$ cat src/rtl/bcd_entry_pkg.sv
// Shared types and constants for the decimal-entry front end.
// Holds the FSM state encoding and the reverse double-dabble constants.
package bcd_entry_pkg;

    typedef enum logic [1:0] {
        IDLE    = 2'd0,
        CONVERT = 2'd1,
        DONE    = 2'd2
    } state_t;

    localparam int         CONV_BITS  = 10;
    localparam logic [3:0] DIGIT_MAX  = 4'd9;
    localparam logic [3:0] ADJ_THRESH = 4'd8;
    localparam logic [3:0] ADJ_SUB    = 4'd3;

endpackage

$ cat src/rtl/bcd_nibble_adjust.sv
// Per-digit corrector for reverse double-dabble: after the right shift,
// any nibble that reached 8 or more has 3 removed.
module bcd_nibble_adjust
    import bcd_entry_pkg::*;
(
    input  logic [3:0] digit,
    output logic [3:0] adjusted
);

    always_comb begin
        adjusted = digit;
        if (digit >= ADJ_THRESH) begin
            adjusted = digit - ADJ_SUB;
        end
    end

endmodule

$ cat src/rtl/bcd_entry_to_binary.sv
// Buffers up to DIGITS keyed-in BCD digits and converts them to binary with a
// sequential reverse double-dabble. Define BCD_ENTRY_SATURATE_EN to clamp overflowed results.
module bcd_entry_to_binary
    import bcd_entry_pkg::*;
#(
    parameter int DIGITS = 3,
    parameter int WIDTH  = 8
) (
    input  logic                  Clock,
    input  logic                  Reset,
    input  logic [3:0]            DigitIn,
    input  logic                  DigitStb,
    input  logic                  Start,
    input  logic                  Clear,
    output logic [4*DIGITS-1:0]   Digits,
    output logic [1:0]            DigitCount,
    output logic                  Busy,
    output logic                  Valid,
    output logic [WIDTH-1:0]      Value,
    output logic                  Overflow
);

    localparam int          BCD_W      = 4 * DIGITS;
    localparam int          WORK_W     = BCD_W + CONV_BITS;
    localparam int          ITER_W     = $clog2(CONV_BITS);
    localparam logic [1:0]  COUNT_FULL = 2'(DIGITS);
    localparam logic [31:0] VALUE_MAX  = 32'((64'd1 << WIDTH) - 64'd1);

    state_t              state_reg, state_next;
    logic [ITER_W-1:0]   iter_reg, iter_next;
    logic [WORK_W-1:0]   work_reg, work_next;
    logic [BCD_W-1:0]    digits_reg, digits_next;
    logic [1:0]          count_reg, count_next;
    logic                valid_reg, valid_next;
    logic [WIDTH-1:0]    value_reg, value_next;
    logic                overflow_reg, overflow_next;

    logic [WORK_W-1:0]            shifted;
    logic [DIGITS-1:0][3:0]       adj_nibbles;
    logic [WORK_W-1:0]            step_work;
    logic [CONV_BITS-1:0]         bin;
    logic                         result_ovf;
    logic [WIDTH-1:0]             result_value;

    // One iteration: shift the whole work register right, then correct each BCD nibble.
    assign shifted = work_reg >> 1;

    generate
        for (genvar gi = 0; gi < DIGITS; gi++) begin : g_adjust
            bcd_nibble_adjust u_adjust (
                .digit    (shifted[CONV_BITS + 4*gi +: 4]),
                .adjusted (adj_nibbles[gi])
            );
        end
    endgenerate

    assign step_work  = {adj_nibbles, shifted[CONV_BITS-1:0]};
    assign bin        = work_reg[CONV_BITS-1:0];
    assign result_ovf = 32'(bin) > VALUE_MAX;

`ifdef BCD_ENTRY_SATURATE_EN
    assign result_value = result_ovf ? {WIDTH{1'b1}} : WIDTH'(bin);
`else
    assign result_value = WIDTH'(bin);
`endif

    always_comb begin
        state_next    = state_reg;
        iter_next     = iter_reg;
        work_next     = work_reg;
        digits_next   = digits_reg;
        count_next    = count_reg;
        valid_next    = 1'b0;
        value_next    = value_reg;
        overflow_next = overflow_reg;

        unique case (state_reg)
            IDLE: begin
                if (Clear) begin
                    digits_next = '0;
                    count_next  = '0;
                end else if (Start) begin
                    // A Start, accepted or not, masks any DigitStb in the same cycle.
                    if (count_reg != 2'd0) begin
                        state_next = CONVERT;
                        iter_next  = '0;
                        work_next  = {digits_reg, {CONV_BITS{1'b0}}};
                    end
                end else if (DigitStb && (DigitIn <= DIGIT_MAX) && (count_reg < COUNT_FULL)) begin
                    digits_next = {digits_reg[BCD_W-5:0], DigitIn};
                    count_next  = count_reg + 2'd1;
                end
            end
            CONVERT: begin
                if (Clear) begin
                    state_next  = IDLE;
                    iter_next   = '0;
                    digits_next = '0;
                    count_next  = '0;
                end else begin
                    work_next = step_work;
                    if (iter_reg == ITER_W'(CONV_BITS - 1)) begin
                        state_next = DONE;
                        iter_next  = '0;
                    end else begin
                        iter_next = iter_reg + 1'b1;
                    end
                end
            end
            DONE: begin
                state_next  = IDLE;
                digits_next = '0;
                count_next  = '0;
                if (!Clear) begin
                    valid_next    = 1'b1;
                    value_next    = result_value;
                    overflow_next = result_ovf;
                end
            end
            default: begin
                state_next = IDLE;
            end
        endcase
    end

    always_ff @(posedge Clock) begin
        if (Reset) begin
            state_reg    <= IDLE;
            iter_reg     <= '0;
            work_reg     <= '0;
            digits_reg   <= '0;
            count_reg    <= '0;
            valid_reg    <= 1'b0;
            value_reg    <= '0;
            overflow_reg <= 1'b0;
        end else begin
            state_reg    <= state_next;
            iter_reg     <= iter_next;
            work_reg     <= work_next;
            digits_reg   <= digits_next;
            count_reg    <= count_next;
            valid_reg    <= valid_next;
            value_reg    <= value_next;
            overflow_reg <= overflow_next;
        end
    end

    assign Digits     = digits_reg;
    assign DigitCount = count_reg;
    assign Busy       = (state_reg != IDLE);
    assign Valid      = valid_reg;
    assign Value      = value_reg;
    assign Overflow   = overflow_reg;

endmodule
$ cat config.mk
export PLATFORM = sky130hd
export DESIGN_NAME = bcd_entry_to_binary
export DESIGN_NICKNAME = d
export VERILOG_FILES = /design/src/rtl/bcd_entry_pkg.sv /design/src/rtl/bcd_nibble_adjust.sv /design/src/rtl/bcd_entry_to_binary.sv
export SDC_FILE = /design/constraint.sdc
export NUM_CORES = 1
export LEC_CHECK = 0
export ABC_AREA = 0
export CAP_MARGIN = 10
export CORE_ASPECT_RATIO = 0.9
export CORE_MARGIN = 2
export CORE_UTILIZATION = 55
export DETAILED_ROUTE_END_ITERATION = 16
export MAX_ROUTING_LAYER = met4
export PLACE_DENSITY = 0.81
export SLEW_MARGIN = 20
export SYNTH_ARGS = -nofsm -noshare
export SYNTH_HDL_FRONTEND = slang
export SYNTH_SLANG_ARGS = --single-unit
$ cat constraint.sdc
create_clock -name Clock -period 4.2 [get_ports Clock]
set_input_delay 1.26 -clock Clock [delete_from_list [all_inputs] [get_ports Clock]]
set_output_delay 1.26 -clock Clock [all_outputs]
set_load 0.005 [all_outputs]
**Run 1: routed clock nets over the placement**

The bar under the picture is 20 um long.
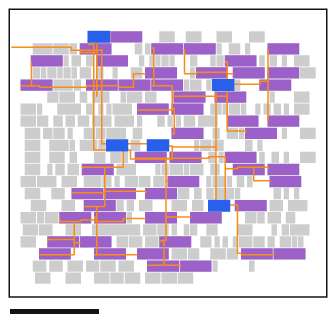
Orange is clock wires, length 537 um. Purple is flip-flops, count 52. Blue is clock drivers, count 5.
There are 6 routed clock nets.
clk pwr: 0.348 mW
Max Clock Skew: 0.00854 ns
clock latency reported for the late side of the worst-skew pair: 0.31 ns
share of power burned in the clock network: 29.7%

**Run 1: signal wires on met3**

Cells faint in the background.
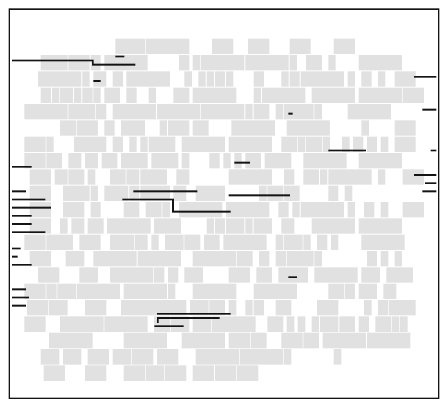
The layer carries 153 um of wire. The layer holds 3.4% of the routed length.

==> run notes, run 1 <==
fresh numbers from the pnr run: LEAKAGE=0.940 nW, post-layout period usage of the worst path=71.7%, CTS tree=built, standard cell core area=3810 um2, die area=4600 um2, sequential cell area=1040 um2, overall die width=71.2 um, dominant logic cell types in the final layout=52 x sky130_fd_sc_hd__dfxtp_1, 33 x sky130_fd_sc_hd__clkdlybuf4s50_1, 30 x sky130_fd_sc_hd__nand2_1, Worst Setup End Kind=primary output, run status=complete, no violations, biggest area consumer among synthesized cells=sky130_fd_sc_hd__dfxtp_1, number of buffers inserted by hold repair at cts=0, Peak VDD IR=0.000324 V, crit path max fanout=8, Synth warnings=0, maximum capacitance violations=0, worst r2r src=state_reg[1], combined area of the multi-input logic cells=1110 um2, comb area leader=AND-OR/OR-AND gates, pre-placement core utilization=58.8%, Syn Nets=267, critical path required time=2.94 ns, final critical path time including I/O delays and setup=3.01 ns, Post-Place Cells=314, crit start category=flop, clock tree root driver cell=sky130_fd_sc_hd__clkbuf_8, fin cells=322, post-CTS clock slew at the launch and capture registers of the worst setup and hold paths=0.09 ns, number of buffers inserted by post-CTS setup repair=0, Worst Tran Pin Value=0.917 ns, mean routed wirelength per cell=13.9 um, I/O pin count=34, Remaining DRCs=0, layout net count=296, overall power after layout=1.17 mW, number of buffers inserted by port buffering=33
**Run 1: the clock network**

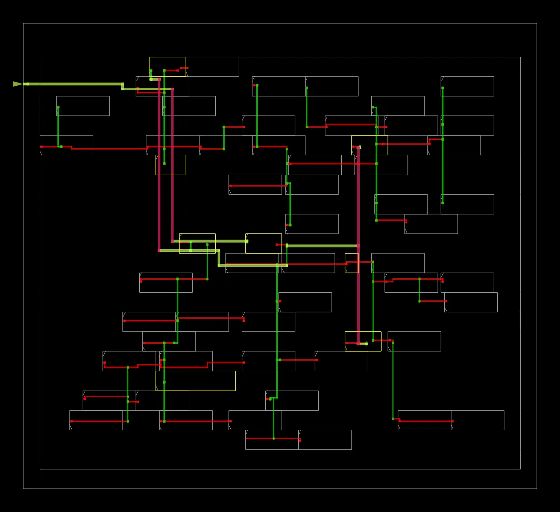
number of buffers inserted during clock tree synthesis: 5
count of clock tree sinks: 52
number of sequential cells in the layout: 52
number of clock buffers in the layout: 5

**Run 1: close-up of the layout**

Window x 16 to 56, y 12 to 52 um. Cells in gray, sequential cells in the stronger gray; small squares are vias.
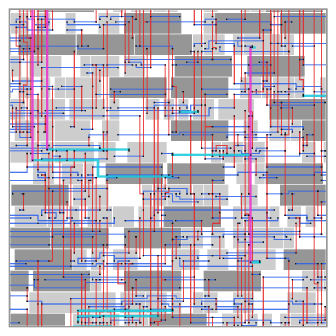
Blue is metal 1. Red is metal 2. Cyan is metal 3. Magenta is metal 4.
Sequential cells in the window: 28. Most frequent: dfxtp_1 (28), nor2_1 (13), nand2_1 (12). 129 logic cells have their middle in the window. Netlist names of flops here include `work_reg` (18), `Digits` (6), `DigitCount` (2).

==> run 1: where the power goes <==
| part | total [mW] | switching (mW) | internal [mW] | leakage, nW |
|---|---|---|---|---|
| Combinational | 0.296 | 0.177 | 0.119 | 0.461 |
| Clock | 0.348 | 0.168 | 0.181 | 0.0600 |
| Sequential | 0.530 | 0.0163 | 0.513 | 0.419 |
==> run 1: critical path, cell delays in order, from the launching register on <==
cell,delay [ns]
sky130_fd_sc_hd__dfxtp_1,0.37
sky130_fd_sc_hd__inv_1,0.09
sky130_fd_sc_hd__ha_1,0.29
sky130_fd_sc_hd__inv_1,0.17
sky130_fd_sc_hd__clkdlybuf4s50_1,0.52
==> run 1: per-layer routing <==
metal	track usage (%)	wire, um	vias to the layer above
met4	8.49	72	0
li1	-	-	922
met2	31.8	1980	39
met1	29.3	2270	867
met5	-	0	-
met3	3.73	152	7
==> run 1: logic make-up after synthesis <==
group / after synthesis
AND/OR/NAND/NOR: 76
AND-OR/OR-AND: 70
flip-flops: 52
buffers and inverters: 24
adder cells (fa/ha/maj): 12
multiplexers: 8
XOR/XNOR: 4
==> run 1: final cells by class <==
cell class	instances	area share, %
multi-input cells	170	40.9
clock buffers	5	2.54
flip-flops and latches	52	38.4
well taps	46	2.12
repair buffers	36	13.0
clock inverters	3	1.71
inverters	10	1.38
==> run 1: how the worst max path moves through the flow <==
stage	from	to	slack (ns)	cells after the start
4_1_cts	Start	DigitCount[0]	1.04	5
3_3_place_gp	Start	DigitCount[0]	0.76	5
3_5_place_dp	Start	DigitCount[0]	0.70	5
6_report	state_reg[0]	Busy	1.19	4
2_1_floorplan	Clear	iter_reg[2]	1.65	4
5_1_grt	state_reg[0]	Busy	1.09	4
==> run 1 -> run 2 <==
--- a/config.mk
+++ b/config.mk
@@ -9,10 +9,10 @@
 export CAP_MARGIN = 10
 export CORE_ASPECT_RATIO = 0.9
 export CORE_MARGIN = 2
-export CORE_UTILIZATION = 55
+export CORE_UTILIZATION = 48
 export DETAILED_ROUTE_END_ITERATION = 16
 export MAX_ROUTING_LAYER = met4
-export PLACE_DENSITY = 0.81
+export PLACE_DENSITY = 0.75
 export SLEW_MARGIN = 20
 export SYNTH_ARGS = -nofsm -noshare
 export SYNTH_HDL_FRONTEND = slang
==> constraint.sdc (replaced) <==
create_clock -name Clock -period 2.6 [get_ports Clock]
set_input_delay 0.78 -clock Clock [delete_from_list [all_inputs] [get_ports Clock]]
set_output_delay 0.78 -clock Clock [all_outputs]
set_load 0.005 [all_outputs]
**Run 2: routed clock nets over the placement**

The bar under the picture is 20 um long.
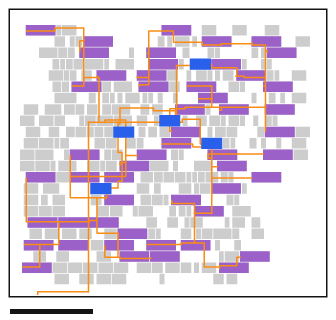
Purple is flip-flops, count 52. Blue is clock drivers, count 5. Orange is clock wires, length 586 um.
There are 6 routed clock nets. Position of the flops: widely spread.

**Run 2: the clock network**

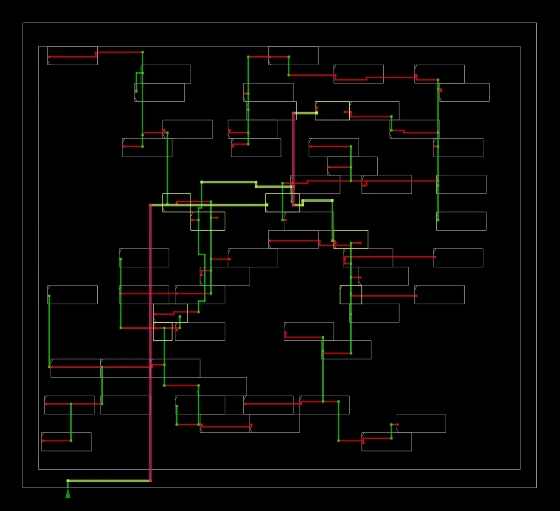
clk pwr: 0.481 mW
Max Clock Skew: 0.00672 ns

==> run notes, run 2 <==
fresh numbers from the pnr run: run status=complete, no violations, maximum capacitance violations=0 (unchanged), crit path max fanout=8 (unchanged), layout net count=304 (+2.7%), Largest register FFs=22, Post-Place Cells=338 (+7.6%), mean routed wirelength per cell=12.5 um (-10%), arrival time at the worst endpoint=1.72 ns, fin cells=346 (+7.5%), overall die width=76.0 um (+6.6%), critical path required time=1.82 ns (-1.12 ns), Synth warnings=0 (unchanged), synthesized area per cell=9.10 um2, post-synthesis instance area=2240 um2, cells traversed along the worst timing path=inv_1 > ha_1 > inv_2 > clkdlybuf4s50_1, CTS tree=built, I/O pin count=34 (unchanged), number of buffers inserted during clock tree synthesis=5 (unchanged), clock tree root driver cell=sky130_fd_sc_hd__clkbuf_8, Setup WS pre-CTS=-0.00232 ns, worst setup margin=0.0993 ns, standard cell core area=4460 um2 (+17%), CP max stage cell=sky130_fd_sc_hd__clkdlybuf4s50_1, pre-placement core utilization=50.2% (-8.6 points), Final Hold Vio Count=0, largest incremental delay on the critical path=0.51 ns (about the same), number of buffers inserted by port buffering=33 (unchanged), Remaining DRCs=0 (unchanged), Peak VDD IR=0.000444 V (+37%), Worst Tran Pin Value=0.584 ns (-0.333 ns), Final Wtd Congestion=0.810, crit start category=flop, biggest area consumer among synthesized cells=sky130_fd_sc_hd__dfxtp_1, class of the worst hold path=reg -> reg, Worst Setup End Kind=primary output, final critical path time including I/O delays and setup=2.50 ns, count of clock tree sinks=52 (unchanged), dominant logic cell types in the final layout=52 x sky130_fd_sc_hd__dfxtp_1, 33 x sky130_fd_sc_hd__clkdlybuf4s50_1, 30 x sky130_fd_sc_hd__nand2_1, post-layout period usage of the worst path=96.2%, most frequent logic cell in the layout=sky130_fd_sc_hd__dfxtp_1, Detail Placement HPWL=3050 um, Syn Nets=267 (unchanged), clock latency reported for the late side of the worst-skew pair=0.31 ns (about the same), LEAKAGE=0.964 nW (+2.6%), tightest hold margin=0.456 ns, y dimension of the die=68.8 um, post-CTS clock slew at the launch and capture registers of the worst setup and hold paths=0.10 ns (about the same), die area=5230 um2 (+14%)
**Run 2: wire density map**

The bar under the picture is 20 um long. The die is cut into 15 by 14 equal tiles; white is low, dark blue is high, scaled to the fullest tile. Values are wire area over tile area, all layers added.
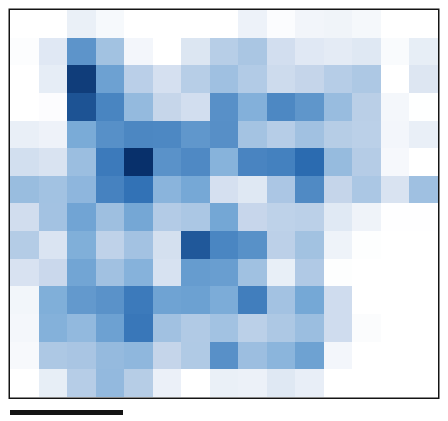
19% of the tiles are nearly empty. The emptiest ninth of the die: lower right. The mean over all tiles is 0.13. 21% of the tiles are over half the peak. The fullest tile reaches 0.45.

==> run 2: cell counts after synthesis <==
No cell type changed its count.
==> run 2: final timing paths <==
check        depth (start not counted)  slack [ns]           to     startpoint
max                                  4         0.1         Busy   state_reg[0]
min                                  2        0.46     Value[4]       Value[4]
max reg2reg                          6        0.61  iter_reg[2]  DigitCount[0]
min reg2reg                          2        0.46     Value[4]       Value[4]
==> run 2: timing repair <==
item	4_1_cts	5_1_grt
buffers inserted	0	0
hold buffers	0	0
resized	0	1
setup endpoints to repair	0	1
==> run 2: worst max-delay path, delay by kind of cell (launching register included) <==
kind	cells	cell delay, ns
fa+ha+maj	1	0.30
buf+inv	3	0.74
flops	1	0.37
==> run 2: through the flow <==
stage	TNS [ns]	power (mW)
2_1_floorplan	0	1.22
3_3_place_gp	0	1.36
3_5_place_dp	-0.00232	1.37
4_1_cts	0	1.84
5_1_grt	0	1.95
6_report	0	1.84
==> run 2: area by class of cell <==
type,instances,area (um2)
clock inverter,3,27.5
fill,398,1690
multi-input combinational,170,1100
sequential,52,1040
timing repair buffer,44,413
clock buffer,5,68.8
inverter,10,37.5
tap,62,77.6
==> run 2: cell families after synthesis <==
group | count (synthesis) | synth area share, %
flip-flops | 52 | 46.5
AND/OR/NAND/NOR | 76 | 15.9
XOR/XNOR | 4 | 1.56
buffers and inverters | 24 | 4.19
AND-OR/OR-AND | 70 | 21.5
multiplexers | 8 | 3.63
adder cells (fa/ha/maj) | 12 | 6.71
==> run 2: per-layer routing <==
metal  global-route usage (%)  routed length, um
met5                        -                  0
met4                     7.73                 54
met3                     3.91                130
met2                     26.8               1830
met1                     25.0               2310
==> run 2: where the power goes <==
group          switching [mW]  total (mW)  internal, mW
clock network           0.283       0.481         0.198
logic                   0.287       0.502         0.215
registers              0.0261       0.856         0.829
No activity file was given, so power comes from the tool's default toggle rates.
